===== src/rtl/logic_op_arbiter.sv =====
// Round-robin arbiter sharing one registered AND/OR unit (X=A&B, Y=B|C) among NUM_REQ requesters.
// One transaction in flight, fixed OP_LAT execute latency; define LOGIC_ARB_STATS_EN to add txn_count.
module logic_op_arbiter #(
  parameter int NUM_REQ = 4,
  parameter int WIDTH   = 8,
  parameter int OP_LAT  = 2,
  localparam int IDW    = $clog2(NUM_REQ)
) (
  input  logic                     clk,
  input  logic                     rst,
  input  logic [NUM_REQ-1:0]       req_valid,
  output logic [NUM_REQ-1:0]       req_ready,
  input  logic [NUM_REQ*WIDTH-1:0] req_a,
  input  logic [NUM_REQ*WIDTH-1:0] req_b,
  input  logic [NUM_REQ*WIDTH-1:0] req_c,
  output logic                     rsp_valid,
  input  logic                     rsp_ready,
  output logic [IDW-1:0]           rsp_id,
  output logic [WIDTH-1:0]         rsp_x,
  output logic [WIDTH-1:0]         rsp_y,
  output logic                     busy
`ifdef LOGIC_ARB_STATS_EN
  ,
  output logic [15:0]              txn_count
`endif
);

  localparam int CW = (OP_LAT > 1) ? $clog2(OP_LAT) : 1;

  typedef enum logic [1:0] {IDLE, EXEC, RESP} state_e;

  state_e           state_q;
  logic [IDW-1:0]   rr_ptr_q;
  logic [IDW-1:0]   id_q;
  logic [CW-1:0]    cnt_q;
  logic [WIDTH-1:0] a_q, b_q, c_q;
  logic [WIDTH-1:0] x_q, y_q;
  logic [IDW-1:0]   rsp_id_q;
  logic             rsp_vld_q;

  logic             gnt_vld;
  logic [IDW-1:0]   gnt_id;
  logic [IDW-1:0]   idx;
  logic [WIDTH-1:0] sel_a, sel_b, sel_c;

  // Walk from the farthest candidate back to rr_ptr so the nearest valid one wins.
  always_comb begin
    gnt_vld = 1'b0;
    gnt_id  = '0;
    idx     = '0;
    for (int k = NUM_REQ - 1; k >= 0; k--) begin
      idx = IDW'((int'(rr_ptr_q) + k) % NUM_REQ);
      if (req_valid[idx]) begin
        gnt_vld = 1'b1;
        gnt_id  = idx;
      end
    end
  end

  always_comb begin
    sel_a = '0;
    sel_b = '0;
    sel_c = '0;
    for (int i = 0; i < NUM_REQ; i++) begin
      if (gnt_id == IDW'(i)) begin
        sel_a = req_a[i*WIDTH +: WIDTH];
        sel_b = req_b[i*WIDTH +: WIDTH];
        sel_c = req_c[i*WIDTH +: WIDTH];
      end
    end
  end

  always_comb begin
    req_ready = '0;
    if (!rst && state_q == IDLE && gnt_vld) req_ready[gnt_id] = 1'b1;
  end

  always_ff @(posedge clk or posedge rst) begin
    if (rst) begin
      state_q   <= IDLE;
      rr_ptr_q  <= '0;
      id_q      <= '0;
      cnt_q     <= '0;
      a_q       <= '0;
      b_q       <= '0;
      c_q       <= '0;
      x_q       <= '0;
      y_q       <= '0;
      rsp_id_q  <= '0;
      rsp_vld_q <= 1'b0;
    end else begin
      case (state_q)
        IDLE: begin
          if (gnt_vld) begin
            a_q      <= sel_a;
            b_q      <= sel_b;
            c_q      <= sel_c;
            id_q     <= gnt_id;
            rr_ptr_q <= (gnt_id == IDW'(NUM_REQ - 1)) ? '0 : gnt_id + IDW'(1);
            cnt_q    <= CW'(OP_LAT - 1);
            state_q  <= EXEC;
          end
        end
        EXEC: begin
          if (cnt_q == '0) begin
            x_q       <= a_q & b_q;
            y_q       <= b_q | c_q;
            rsp_id_q  <= id_q;
            rsp_vld_q <= 1'b1;
            state_q   <= RESP;
          end else begin
            cnt_q <= cnt_q - CW'(1);
          end
        end
        RESP: begin
          if (rsp_ready) begin
            rsp_vld_q <= 1'b0;
            state_q   <= IDLE;
          end
        end
        default: state_q <= IDLE;
      endcase
    end
  end

  assign rsp_valid = rsp_vld_q;
  assign rsp_id    = rsp_id_q;
  assign rsp_x     = x_q;
  assign rsp_y     = y_q;
  assign busy      = (state_q != IDLE);

`ifdef LOGIC_ARB_STATS_EN
  logic [15:0] txn_q;

  // Saturates rather than wrapping so a long run never looks like a fresh one.
  always_ff @(posedge clk or posedge rst) begin
    if (rst) begin
      txn_q <= '0;
    end else if (state_q == RESP && rsp_ready && txn_q != 16'hFFFF) begin
      txn_q <= txn_q + 16'd1;
    end
  end

  assign txn_count = txn_q;
`endif

endmodule


===== config.mk =====
export PLATFORM = sky130hd
export DESIGN_NAME = logic_op_arbiter
export DESIGN_NICKNAME = d
export VERILOG_FILES = /design/src/rtl/logic_op_arbiter.sv
export SDC_FILE = /design/constraint.sdc
export NUM_CORES = 1
export LEC_CHECK = 0
export CAP_MARGIN = 10
export CORE_MARGIN = 1
export CORE_UTILIZATION = 40
export DETAILED_ROUTE_END_ITERATION = 8
export PLACE_DENSITY = 0.75
export REMOVE_ABC_BUFFERS = 1
export SETUP_SLACK_MARGIN = 0.5
export SYNTH_ARGS = -nofsm -noshare
export SYNTH_HDL_FRONTEND = slang
export SYNTH_SLANG_ARGS = --single-unit

===== constraint.sdc =====
create_clock -name clk -period 4.35 [get_ports clk]
set_clock_uncertainty 0.05 [all_clocks]
set_input_delay 1.0875 -clock clk [delete_from_list [all_inputs] [get_ports clk]]
set_output_delay 1.0875 -clock clk [all_outputs]
set_load 0.01 [all_outputs]

==> summary.txt, run 1 <==
Flow results are below.

- The flow ran to the end, and the final reports show no timing, DRC or antenna violations.
- The main flop type is dfrtp_1, for reference.
- The number of placed instances, taps included, is 536.
- The via total after detailed routing is 2807, for reference.
- Ranked by total area, the top cell class in this layout is combinational gates.
- The via count of the first global-routing pass was 2825.
- Per the final timing report, the hold violations number 0.
- The category of the most critical setup path is in -> out, for reference.
- The final-layout worst hold slack is 0.420 ns, for reference.
- The die covers 0.00762 mm^2.
- The mux contribution to synthesized area is 0%, for reference.
- The mean routed wirelength per cell is 14.9 um, for reference.
- The setup slack at placement is 0.0539 ns, for reference.
- Setup repair after global routing left no endpoint under its margin.
- The number of hold buffers added after CTS was 0.
- The kind of start point of the critical path is an input port, for reference.
- The global-route wire length before repair is 13100 um, for reference.
- In this run the critical register-to-register path is captured at b_q[1]$_DFFE_PP0P_.
- The worst hold path belongs to the class reg -> reg.
- The critical path in the final layout is reported with a setup slack of 0.571 ns.
- Across the whole layout, multi-input logic makes up 32.9% of the cell area.
- The vertical die size is 87.3 um, for reference.
- The type of destination of the critical path is a primary output, for reference.
- The count of plain and timing-repair buffers in the layout is 140, for reference.
- The floorplan utilization is 42.2%, for reference.
- The sequential share of the synthesized area is 43.0%, for reference.
- The count of clock tree sinks is 50, for reference.
- The TritonCTS clock tree is done, for reference.
- The die is 87.3 um wide.
- The total number of tap cells is 96, for reference.
- The via-per-instance ratio is 5.14, for reference.
- For the pin with the worst max-slew slack, the measured transition is 0.768 ns.
- For reference, the top logic cell family by area is AND-OR/OR-AND gates.
- After synthesis, the design contains 325 cells according to Yosys.
- The most frequent cell after synthesis is dfrtp_1, for reference.
- The routed design could run at a clock period as short as 3.78 ns.
- TritonCTS created 5 clock buffers.
- Per STA, the endpoint of the critical path is req_ready[0].
- The power density over the cells is 625 mW/mm^2, for reference.
- The met2 routing resource usage after global routing is 39.8%, for reference.
- STA lists the startpoint of the worst hold path as rsp_y[6]$_DFFE_PP0P_.
- The placement stage leaves a total instance area of 0.00424 mm^2.
- The number of logic stages on the critical path including buffering is 8, for reference.
- At the later pin of the worst-skew pair, clock insertion delay measures 0.30 ns.
- The maximum ir drop on the vdd rail is 340 uV, for reference.
- The Yosys step of the flow raised 0 warnings.
- The number of different library cells used by synthesis comes to 32.
- The H-tree depth is 2, for reference.
- The endpoint arrival time on the critical path is 2.64 ns, for reference.
- The number of buffers on the longest clock path is 2, for reference.
- The layout has 635 filler cells.
- The share of flip-flops with an asynchronous set or reset after synthesis is 100%, for reference.
- Ranking logic cells in the layout by count gives the top entries 118 x clkdlybuf4s50_1, 50 x dfrtp_1, 47 x nand2_1.
- For this block, the routed nets add up to 8120 um of wire.
- Signal routing reaches up to met4.
- The largest net degree at the start of global routing is 49, for reference.
- In the final layout, the share of cells above drive strength 1 is 16.2%.
- The met1 capacity usage during global routing is 26.4%, for reference.
- The number of clock-tree buffers in the layout is 5, for reference.
- After the last flow step, the layout net total stands at 556.
- The count of final setup violators is 0, for reference.
- The final weighted congestion of routability-driven global placement is 0.842, for reference.
- The required time of the critical path is 3.21 ns, for reference.
- Excluding fillers, the count of instances in the completed layout stands at 546.
- The synthesized flop and latch total is 50, for reference.
- The area growth from synthesis to layout is 51.1%.
- Pin placement for this block handled 127 I/O pins.
- Sequential cells placed in the final layout were counted as 50.
- The script reports the combined buffer and inverter count of the critical path as 2.
- For this run, the chip area from Yosys synthesis comes to 0.00291 mm^2.
- The number of slew-limit violations in the final report is 0, for reference.
- The top contributor to total power is combinational cells, for reference.
- The part of the total power dissipated in combinational logic is 57.8%, for reference.
- The leakage power in the latest report is 1.94 nW.
- The met3 usage is 5.59%, for reference.
- Per the final report, the share of cell area in non-clock buffers is 30.9%.
- The standard cell with the maximum stage delay on the critical path is dlygate4sd2_1, for reference.
- For this run, design rule violations remaining after detail routing come to 0.
- The flip-flop and latch share of the layout cell area is 28.4%, for reference.
- Per STA, the startpoint of the critical path is req_valid[0].
- The most used routing layer in global routing is met2, for reference.
- The combined area of all synthesized cells is 0.00291 mm^2, for reference.
- The number of multi-input combinational cells is 222, for reference.
- The share of synthesized area in the top cell type comes to 43.0%.
- Summing all non-filler instances in the final layout gives an area of 0.00440 mm^2.
- The library cell occupying the most area in the post-synthesis netlist is dfrtp_1, for reference.
- The fraction of the cycle the final worst path needs is 86.9%, for reference.
- The maximum fanout count along the critical path is 4, for reference.
- The detailed-routed wire length on met2 is 4000 um, for reference.
- The number of rows created at floorplan is 30, for reference.
- The combinational-cell power consumption is 1.59 mW, for reference.
- In the per-layer summary, the met1 wirelength comes to 3320 um.
- Detailed placement ended at an HPWL of 5610 um.
- The number of gates resized after CTS is 21, for reference.
- The sink of the worst hold path is rsp_y[6]$_DFFE_PP0P_, for reference.
- The number of antenna repair diodes is 0, for reference.
- The first-pass iteration count of the detailed router is 4, for reference.
- For flop-to-flop paths, the worst setup slack is 1.51 ns.
- The cell type group with the largest total delay on the critical path is simple AND/OR/NAND/NOR gates, for reference.
- The internal power consumption is 1.61 mW, for reference.
- The sequential-cell power consumption is 0.840 mW, for reference.
- The standard cell core area is 0.00691 mm^2, for reference.
- The run reported a max-capacitance violation count of 0.
- The post-synthesis share of cell area spent on xor and xnor gates is 0%, for reference.
- Yosys mapped a number of flops with a built-in enable equal to 0.
- The amount of wire on met3 after detailed routing is 671 um, for reference.
- The report gives the cell count of the worst hold path as 2.
- The area fraction in compound gates after synthesis is 30.8%, for reference.
- The timing report shows the most common cell along the critical path to be dlygate4sd2_1.
- For reference, the top cells by count after synthesis are 50 x dfrtp_1, 47 x nand2_1, 32 x a21oi_2, 31 x nor2_1, 30 x inv_1.
- Leaving out the clock tree, the finished layout contains an inverter count of 30.
- In this run the remaining antenna-violating nets after routing total 0.
- In the post-synthesis netlist, the biggest area contributors are dfrtp_1 43%, a21oi_2 9.6%, a221oi_1 7.2%.
- The area of all sequential standard cells is 0.00125 mm^2, for reference.
- In this run, the synthesized area fraction spent on and/or/nand/nor cells is recorded as 15.6%.
- Setup total negative slack on the finished layout was measured at 0 ns.
Run 1, placement density heat map:
The bar under the picture is 20 um long. The die is cut into 9 by 9 equal tiles; white is low, dark blue is high, 0 to 100% covered.
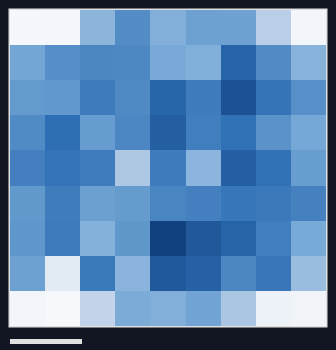
The mean over all tiles is 56%. 14% of the tiles are over 75% full. The fullest tile reaches 93%. The emptiest ninth of the die: lower left.

Run 1, selected gate families:
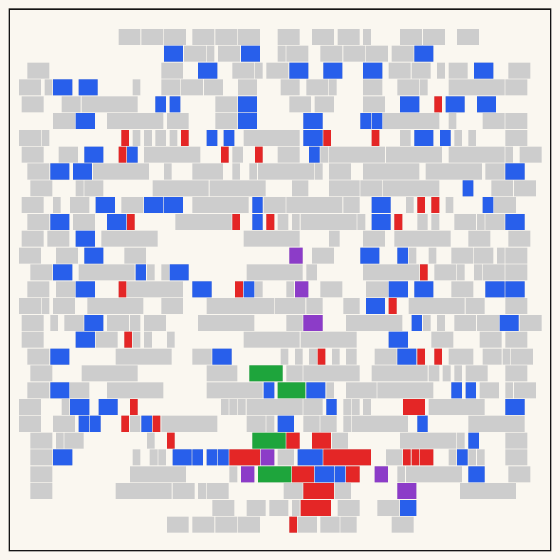
Key: purple = and/or cells [cells 7, where bottom centre]; green = fa/ha/maj cells [cells 4, where bottom centre]; red = nor cells [cells 39]; blue = aoi and oai cells [cells 93, where all over the die]

Run 1, PDN straps and rails:
The bar under the picture is 20 um long. Pins as bars on the die edge. Tap cells in grey.
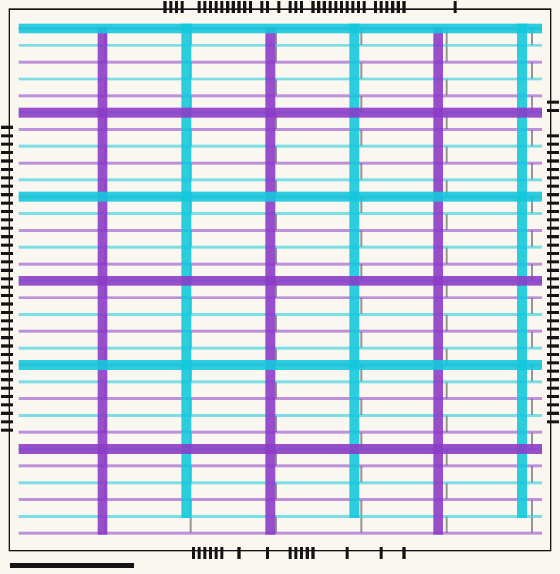
Key: cyan = VDD; purple = VSS
6 straps on met4. The core has 30 rows. 31 met1 rails follow the rows. 96 tap cells.

==> inputs of run 2 (changes only) <==
--- a/config.mk
+++ b/config.mk
@@ -9,6 +9,7 @@
 export CORE_MARGIN = 1
 export CORE_UTILIZATION = 40
 export DETAILED_ROUTE_END_ITERATION = 8
+export HOLD_SLACK_MARGIN = 0.12
 export PLACE_DENSITY = 0.75
 export REMOVE_ABC_BUFFERS = 1
 export SETUP_SLACK_MARGIN = 0.5
Run 2, placed standard cells:
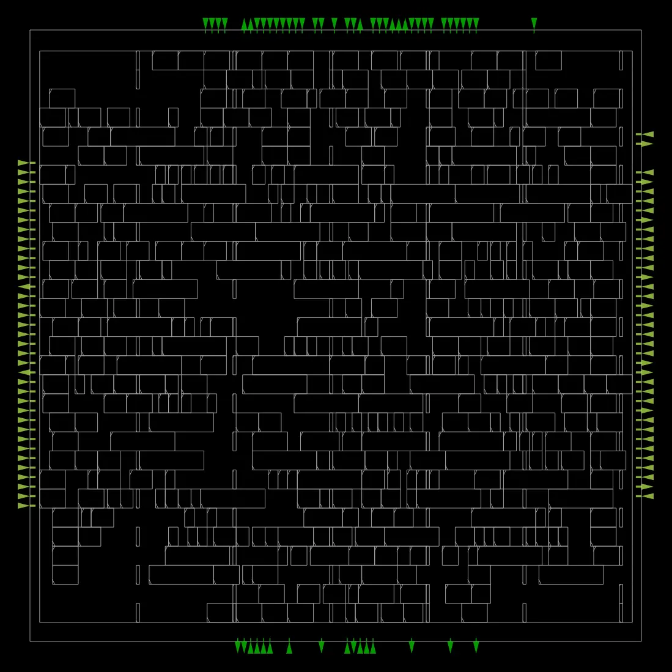
count of standard-cell rows: 30
core occupancy in the finished layout: 63.7%
fill cell total of the finished layout: 635

==> run 2 against run 1 <==
Effect of this change:
- fmax did not move
- via count did not move
- die size is the same
- sequential share of layout area did not move
- non-clock buffer count did not move
- cell area did not move
- core utilization stayed put
- largest power group unchanged
==> summary.txt, run 2 <==
Flow results are below.

- Result of the run: finished, final reports clean (unchanged).
- The post-synthesis share of cell area spent on xor and xnor gates is 0% (unchanged).
- The standard cell core area is 0.00691 mm^2 (unchanged).
- The mean routed wirelength per cell was 14.9 um (unchanged).
- The count of library flops with an enable pin is 0 (unchanged).
- The required time of the critical path came to 3.21 ns (about the same).
- The topmost layer with routed signal wires is met4 (unchanged).
- The chip area is 0.00762 mm^2 (unchanged).
- The area-dominant cell class after layout is combinational gates (unchanged), for reference.
- Top cells by count: 50 x dfrtp_1, 47 x nand2_1, 32 x a21oi_2, 31 x nor2_1, 30 x inv_1 (unchanged).
- The share of synthesized cell area in and, or, nand and nor gates is 15.6% (unchanged), for reference.
- The post-detailed-route DRC marker count came to 0 (unchanged).
- The half-perimeter wire length of the detailed placement result is 5610 um (unchanged), for reference.
- The number of slew-limit violations in the final report came to 0 (unchanged).
- The fraction of layout instances using a drive strength above 1 is 16.2% (unchanged), for reference.
- The end point of the critical path is req_ready[0] (unchanged), for reference.
- The maximum fanout count along the critical path was 4 (unchanged).
- The area growth from synthesis to layout was 51.1% (unchanged).
- The proportion of final cell area spent on non-clock buffers came to 30.9% (unchanged).
- The total number of warnings across the stage logs is 28 (unchanged), for reference.
- Most area-consuming cells after synthesis: dfrtp_1 43%, a21oi_2 9.6%, a221oi_1 7.2% (unchanged).
- The met3 usage is 5.59% (unchanged), for reference.
- The fraction of synthesized cell area taken by the top area cell type is 43.0% (unchanged), for reference.
- The met1 capacity usage during global routing was 26.4% (unchanged).
- The number of buffers created by CTS is 5 (unchanged), for reference.
- The I/O pin count is 127 (unchanged), for reference.
- The kind of start point of the critical path is an input port (unchanged), for reference.
- The via-per-instance ratio came to 5.14 (unchanged).
- The area of the synthesized netlist per yosys stat came to 0.00291 mm^2 (unchanged).
- The worst path setup slack after routing is 0.571 ns (unchanged), for reference.
- The via count of the first global-routing pass is 2825 (unchanged), for reference.
- The maximum achievable frequency is 265 MHz (unchanged), for reference.
- The dominant kind of combinational cell is AND-OR/OR-AND gates (unchanged).
- The amount of wire on met3 after detailed routing was 671 um (unchanged).
- The vertical die size came to 87.3 um (unchanged).
- The clock period minus final worst setup slack is 3.78 ns (unchanged), for reference.
- The beginning of the critical path is req_valid[0] (unchanged), for reference.
- The clock root buffer is clkbuf_8 (unchanged), for reference.
- The static leakage is 1.94 nW (unchanged), for reference.
- The floorplan utilization is 42.2% (unchanged), for reference.
- The internal power consumption is 1.61 mW (unchanged), for reference.
- The final weighted congestion of routability-driven global placement is 0.842 (unchanged), for reference.
- The number of signal-net inverters in the final layout was 30 (unchanged).
- The fraction of the cycle the final worst path needs is 86.9% (unchanged), for reference.
- The cell type group with the largest total delay on the critical path is simple AND/OR/NAND/NOR gates (unchanged), for reference.
- The endpoint arrival time on the critical path is 2.64 ns (about the same), for reference.
- The via total after detailed routing is 2807 (unchanged).
- The switching share of total power came to 41.6% (unchanged).
- The area of all sequential standard cells was 0.00125 mm^2 (unchanged).
- The chip width was 87.3 um (unchanged).
- The number of cells on the worst reg-to-reg path is 11 (unchanged), for reference.
- The violation tally from detailed-route iteration zero was 103 (unchanged).
- The final count of hold timing violations was 0 (unchanged).
- The combinational-cell power consumption is 1.59 mW (about the same), for reference.
- The placed cell area is 0.00424 mm^2 (unchanged), for reference.
- The number of antenna repair diodes is 0 (unchanged).
- The most frequent cell after synthesis is dfrtp_1 (unchanged), for reference.
- The internal reg-to-reg setup slack is 1.51 ns (about the same), for reference.
- Most frequent cells in the layout: 118 x clkdlybuf4s50_1, 50 x dfrtp_1, 47 x nand2_1 (unchanged).
- The sink of the worst hold path is rsp_y[6]$_DFFE_PP0P_ (unchanged), for reference.
- The share of flip-flops with an asynchronous set or reset after synthesis is 100% (unchanged).
- The count of final setup violators came to 0 (unchanged).
- The total number of sequential cells came to 50 (unchanged).
- The number of maximum-capacitance violations is 0 (unchanged), for reference.
- The total number of tap cells came to 96 (unchanged).
- The number of routed nets with antenna violations was 0 (unchanged).
- The area fraction in compound gates after synthesis is 30.8% (unchanged), for reference.
- The number of clock-tree buffers in the layout is 5 (unchanged), for reference.
- The critical path buffer and inverter count is 2 (unchanged), for reference.
- The part of the total power dissipated in combinational logic was 57.8% (about the same).
- The largest net degree at the start of global routing was 49 (unchanged).
- The top contributor to total power is combinational cells (unchanged).
- The cell area after layout is 0.00440 mm^2 (unchanged), for reference.
- The maximum ir drop on the vdd rail was 340 uV (unchanged).
- The global-route wire length before repair was 13100 um (unchanged).
- The total number of yosys warnings is 0 (unchanged).
- The tally of non-filler cells in the final layout came to 546 (unchanged).
- The number of gates resized after CTS came to 21 (unchanged).
- The hold buffer count at cts was 0 (unchanged).
- The number of nets in the finished design came to 556 (unchanged).
- The library cell occupying the most area in the post-synthesis netlist is dfrtp_1 (unchanged), for reference.
- The count of clock tree sinks came to 50 (unchanged).
- The combinational share of cell area was 32.9% (unchanged).
- The number of multi-input combinational cells is 222 (unchanged).
- The standard cell with the maximum stage delay on the critical path is dlygate4sd2_1 (unchanged).
- The final setup TNS is 0 ns (unchanged), for reference.
- The aggregate routed wire length is 8120 um (unchanged), for reference.
- The clock-pin slew of the registers on the worst-case setup and hold paths is 0.08 ns (about the same), for reference.
- The total power after layout is 2.75 mW (unchanged), for reference.
- The synthesized netlist cell count is 325 (unchanged), for reference.
- The transition time at the pin with the least slew margin is 0.768 ns (unchanged), for reference.
- The category of the most critical setup path was in -> out (unchanged).
- The setup slack at placement is 0.0539 ns (unchanged), for reference.
- The type of destination of the critical path is a primary output (unchanged), for reference.
- The share of final layout cell area taken by clock buffers and inverters is 2.47% (unchanged), for reference.
- The number of cells after detailed placement is 536 (unchanged), for reference.
- The most numerous cell on the critical path is dlygate4sd2_1 (unchanged), for reference.
- The first-pass iteration count of the detailed router is 4 (unchanged).
- The detailed-routed wire length on met2 came to 4000 um (unchanged).
- The number of logic stages on the critical path including buffering is 8 (unchanged), for reference.
- The routed metal-1 wirelength came to 3320 um (unchanged).
- The cell count in the Yosys report is 325 (unchanged), for reference.
- The end of the worst register-to-register path is b_q[1]$_DFFE_PP0P_ (unchanged), for reference.
- The flip-flop and latch share of the layout cell area was 28.4% (unchanged).
- The power density over the cells is 625 mW/mm^2 (unchanged), for reference.
- The type of the worst min-delay path is reg -> reg (unchanged), for reference.
- The combined area of all synthesized cells is 0.00291 mm^2 (unchanged), for reference.
- The final-layout worst hold slack is 0.420 ns (unchanged), for reference.
- The hold path startpoint is rsp_y[6]$_DFFE_PP0P_ (unchanged), for reference.
- The synthesized flop and latch total came to 50 (unchanged).
- The mux contribution to synthesized area is 0% (unchanged), for reference.
- The sequential-cell power consumption was 0.840 mW (about the same).
- The distinct cell type count after synthesis was 32 (unchanged).
- The number of buffers on the longest clock path came to 2 (unchanged).
- The TritonCTS clock tree is done (unchanged), for reference.
- The sequential share of the synthesized area was 43.0% (unchanged).
- The proportion of power drawn by the clock network came to 11.6% (about the same).
- The met2 routing resource usage after global routing was 39.8% (unchanged).
- The most used routing layer in global routing was met2 (unchanged).
- The depth of the worst hold-timing path is 2 (unchanged), for reference.
- The H-tree depth was 2 (unchanged).
- RSZ-0062 raised after global routing: false (unchanged).
- The main flop type is dfrtp_1 (unchanged).
- The count of plain and timing-repair buffers in the layout is 140 (unchanged), for reference.
- The worst-skew pair later-pin latency is 0.30 ns (about the same), for reference.
Run 2, wires at chosen ports, followed through buffers:
The bar under the picture is 20 um long.
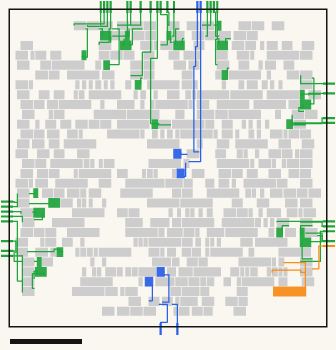
Key: orange = `rsp_valid` [bits 1, direction output, end cells 1, buffers 1, wire 33.4 um]; blue = `req_ready` [bits 4, direction output, end cells 4, buffers 4, wire 126 um]; green = `req_a` [bits 32, direction input, end cells 24, buffers 32, wire 473 um]

Run 2, selected gate families:
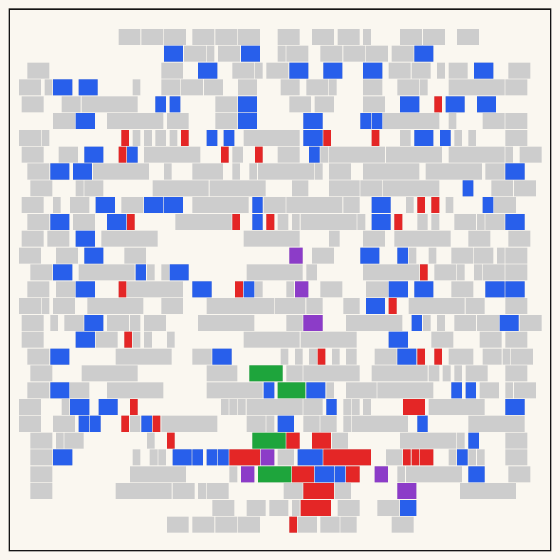

==> inputs of run 3 (changes only) <==
--- a/config.mk
+++ b/config.mk
@@ -9,6 +9,7 @@
 export CORE_MARGIN = 1
 export CORE_UTILIZATION = 40
 export DETAILED_ROUTE_END_ITERATION = 8
+export GPL_TIMING_DRIVEN = 0
 export HOLD_SLACK_MARGIN = 0.12
 export PLACE_DENSITY = 0.75
 export REMOVE_ABC_BUFFERS = 1
Run 3, selected gate families:
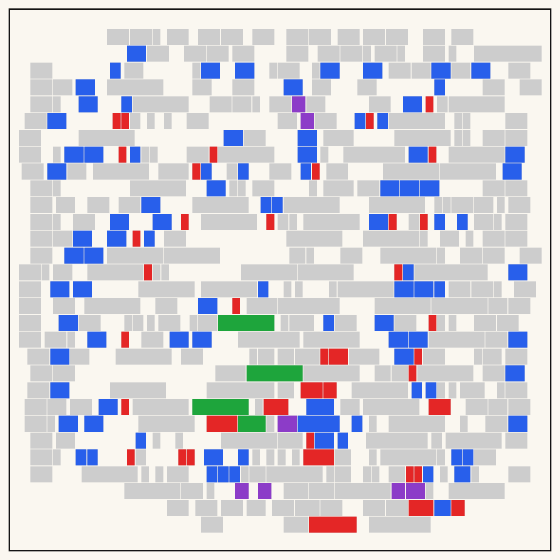
Key: blue = aoi and oai cells [cells 93, where all over the die]; green = fa/ha/maj cells [cells 4]; purple = and/or cells [cells 7]; red = nor cells [cells 39]

==> run 3 against run 2 <==
Effect of this change:
- synthesized cell count unchanged
- largest cell class is now non-clock buffers
- critical path depth stayed put
- clock-buffer cell count increased by 1
- core utilization increased by 3.9 points
- combinational power increased by 14%
- final cell count increased by 0.92%
- routed wire length is 14% higher
- sequential power grew 0.5%
- critical path type unchanged
- total power rose by 9.3%
- sequential share of layout area down 1.6 points
- first-iteration DRC count rose by 2.9%
- cell area increased by 6.1%
==> summary.txt, run 3 <==
Flow results are below.

- Result of the run: finished, final reports clean (unchanged).
- The violation tally from detailed-route iteration zero was 106 (was 103).
- The flip-flop and latch share of the layout cell area is 26.8% (was 28.4%).
- The first-pass iteration count of the detailed router was 4 (unchanged).
- The proportion of power drawn by the clock network is 11.2% (was 11.6%), for reference.
- The main flop type is dfrtp_1 (unchanged), for reference.
- The tally of non-filler cells in the final layout is 551 (was 546), for reference.
- The vertical die size is 87.3 um (unchanged), for reference.
- The cell area after layout is 0.00467 mm^2 (was 0.00440 mm^2).
- The via count of the first global-routing pass is 2910 (was 2825), for reference.
- Most frequent cells in the layout: 120 x clkdlybuf4s50_1, 50 x dfrtp_1, 47 x nand2_1 (was 118 x clkdlybuf4s50_1, 50 x dfrtp_1, 47 x nand2_1).
- The most frequent cell after synthesis is dfrtp_1 (unchanged), for reference.
- The end point of the critical path was req_ready[1] (was req_ready[0]).
- The number of clock-tree buffers in the layout is 6 (was 5).
- The top contributor to total power is combinational cells (unchanged), for reference.
- The total number of yosys warnings was 0 (unchanged).
- The number of maximum-capacitance violations was 0 (unchanged).
- The type of destination of the critical path is a primary output (unchanged).
- The area of all sequential standard cells is 0.00125 mm^2 (unchanged), for reference.
- The mux contribution to synthesized area is 0% (unchanged), for reference.
- The global-route wire length before repair was 14500 um (was 13100 um).
- The combined area of all synthesized cells is 0.00291 mm^2 (unchanged), for reference.
- The area growth from synthesis to layout was 60.3% (was 51.1%).
- The most used routing layer in global routing is met2 (unchanged), for reference.
- The type of the worst min-delay path was reg -> reg (unchanged).
- The sink of the worst hold path is rsp_y[6]$_DFFE_PP0P_ (unchanged).
- The half-perimeter wire length of the detailed placement result came to 5660 um (was 5610 um).
- The static leakage is 2.03 nW (was 1.94 nW), for reference.
- The category of the most critical setup path is in -> out (unchanged), for reference.
- The beginning of the critical path is req_valid[2] (was req_valid[0]), for reference.
- The number of signal-net inverters in the final layout is 30 (unchanged), for reference.
- The largest net degree at the start of global routing came to 29 (was 49).
- The sequential-cell power consumption was 0.844 mW (was 0.840 mW).
- The distinct cell type count after synthesis is 32 (unchanged), for reference.
- The share of flip-flops with an asynchronous set or reset after synthesis is 100% (unchanged), for reference.
- The floorplan utilization came to 42.2% (unchanged).
- The number of buffers on the longest clock path is 2 (unchanged), for reference.
- The maximum ir drop on the vdd rail came to 255 uV (was 340 uV).
- The endpoint arrival time on the critical path was 2.79 ns (was 2.64 ns).
- The total number of warnings across the stage logs is 30 (was 28).
- The number of nets in the finished design is 562 (was 556), for reference.
- The total number of tap cells is 96 (unchanged), for reference.
- The number of gates resized after CTS was 33 (was 21).
- The number of rows created at floorplan is 30 (unchanged), for reference.
- The met1 capacity usage during global routing is 30.6% (was 26.4%), for reference.
- The synthesized flop and latch total was 50 (unchanged).
- The chip width came to 87.3 um (unchanged).
- The met2 routing resource usage after global routing was 44.0% (was 39.8%).
- The transition time at the pin with the least slew margin is 0.798 ns (was 0.768 ns), for reference.
- The sequential share of the synthesized area is 43.0% (unchanged), for reference.
- The aggregate routed wire length is 9230 um (was 8120 um).
- The worst path setup slack after routing is 0.425 ns (was 0.571 ns), for reference.
- The count of clock tree sinks is 50 (unchanged).
- The switching share of total power was 41.3% (was 41.6%).
- The number of cells after detailed placement came to 528 (was 536).
- The mean routed wirelength per cell is 16.7 um (was 14.9 um), for reference.
- The count of input and output buffers is 126 (unchanged), for reference.
- The depth of the worst hold-timing path was 2 (unchanged).
- The cell count in the Yosys report is 325 (unchanged).
- The power density over the cells is 644 mW/mm^2 (was 625 mW/mm^2), for reference.
- The amount of wire on met3 after detailed routing is 676 um (was 671 um), for reference.
- The topmost layer with routed signal wires is met4 (unchanged), for reference.
- The chip area is 0.00762 mm^2 (unchanged), for reference.
- The number of cells on the worst reg-to-reg path is 10 (was 11), for reference.
- The internal reg-to-reg setup slack is 1.61 ns (was 1.51 ns), for reference.
- The share of synthesized cell area in and, or, nand and nor gates was 15.6% (unchanged).
- The total power after layout was 3.00 mW (was 2.75 mW).
- Most area-consuming cells after synthesis: dfrtp_1 43%, a21oi_2 9.6%, a221oi_1 7.2% (unchanged).
- The count of plain and timing-repair buffers in the layout was 146 (was 140).
- The TritonCTS clock tree is done (unchanged), for reference.
- The area-dominant cell class after layout is non-clock buffers (was combinational gates).
- The fraction of the cycle the final worst path needs is 90.2% (was 86.9%), for reference.
- The fraction of layout instances using a drive strength above 1 is 17.8% (was 16.2%).
- The final count of hold timing violations is 0 (unchanged).
- The count of filler cells inserted in the layout is 578 (was 635), for reference.
- The part of the total power dissipated in combinational logic is 60.7% (was 57.8%), for reference.
- The area of the synthesized netlist per yosys stat is 0.00291 mm^2 (unchanged), for reference.
- The kind of start point of the critical path is an input port (unchanged), for reference.
- The worst-skew pair later-pin latency was 0.31 ns (was 0.30 ns).
- The end of the worst register-to-register path is c_q[5]$_DFFE_PP0P_ (was b_q[1]$_DFFE_PP0P_).
- The fraction of synthesized cell area taken by the top area cell type came to 43.0% (unchanged).
- The area fraction in compound gates after synthesis is 30.8% (unchanged), for reference.
- The maximum achievable frequency is 255 MHz (was 265 MHz), for reference.
- The H-tree depth is 2 (unchanged), for reference.
- The final weighted congestion of routability-driven global placement is 0.720 (was 0.842), for reference.
- The placed cell area came to 0.00426 mm^2 (was 0.00424 mm^2).
- The number of buffers created by CTS is 5 (unchanged), for reference.
- The dominant kind of combinational cell is AND-OR/OR-AND gates (unchanged), for reference.
- The count of final setup violators is 0 (unchanged), for reference.
- The count of library flops with an enable pin came to 0 (unchanged).
- The standard cell with the maximum stage delay on the critical path is clkdlybuf4s50_1 (was dlygate4sd2_1).
- The final setup TNS is 0 ns (unchanged), for reference.
- The I/O pin count is 127 (unchanged), for reference.
- The number of slew-limit violations in the final report is 0 (unchanged), for reference.
- The number of multi-input combinational cells came to 222 (unchanged).
- The standard cell core area is 0.00691 mm^2 (unchanged), for reference.
- The met3 usage is 6.07% (was 5.59%), for reference.
- The total number of sequential cells was 50 (unchanged).
- The via-per-instance ratio is 5.37 (was 5.14), for reference.
- The clock-pin slew of the registers on the worst-case setup and hold paths is 0.08 ns (about the same), for reference.
- The final-layout worst hold slack is 0.422 ns (was 0.420 ns).
- The number of logic stages on the critical path including buffering came to 8 (unchanged).
- Top cells by count: 50 x dfrtp_1, 47 x nand2_1, 32 x a21oi_2, 31 x nor2_1, 30 x inv_1 (unchanged).
- RSZ-0062 raised after global routing: true (was false).
- The number of routed nets with antenna violations was 0 (unchanged).
- The internal power consumption was 1.76 mW (was 1.61 mW).
- The required time of the critical path is 3.21 ns (about the same), for reference.
- The cell type group with the largest total delay on the critical path was buffers and inverters (was simple AND/OR/NAND/NOR gates).
- The library cell occupying the most area in the post-synthesis netlist is dfrtp_1 (unchanged), for reference.
- The setup slack at placement is -0.881 ns (was 0.0539 ns), for reference.
- The critical path buffer and inverter count was 2 (unchanged).
- The clock root buffer is clkbuf_8 (unchanged), for reference.
- The synthesized netlist cell count is 325 (unchanged), for reference.
- The number of antenna repair diodes is 0 (unchanged), for reference.
- The hold path startpoint is rsp_y[6]$_DFFE_PP0P_ (unchanged).
- The maximum fanout count along the critical path is 4 (unchanged), for reference.
- The proportion of final cell area spent on non-clock buffers is 33.3% (was 30.9%).
- The share of final layout cell area taken by clock buffers and inverters is 2.41% (was 2.47%), for reference.
- The via total after detailed routing was 2961 (was 2807).
Run 3, wires at chosen ports, followed through buffers:
The bar under the picture is 20 um long.
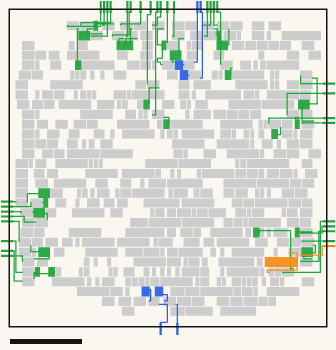
Key: orange = `rsp_valid` [bits 1, direction output, end cells 1, buffers 1, wire 26.0 um]; blue = `req_ready` [bits 4, direction output, end cells 4, buffers 4, wire 60.6 um]; green = `req_a` [bits 32, direction input, end cells 24, buffers 32, wire 519 um]

Power and IR drop assume default switching activity.
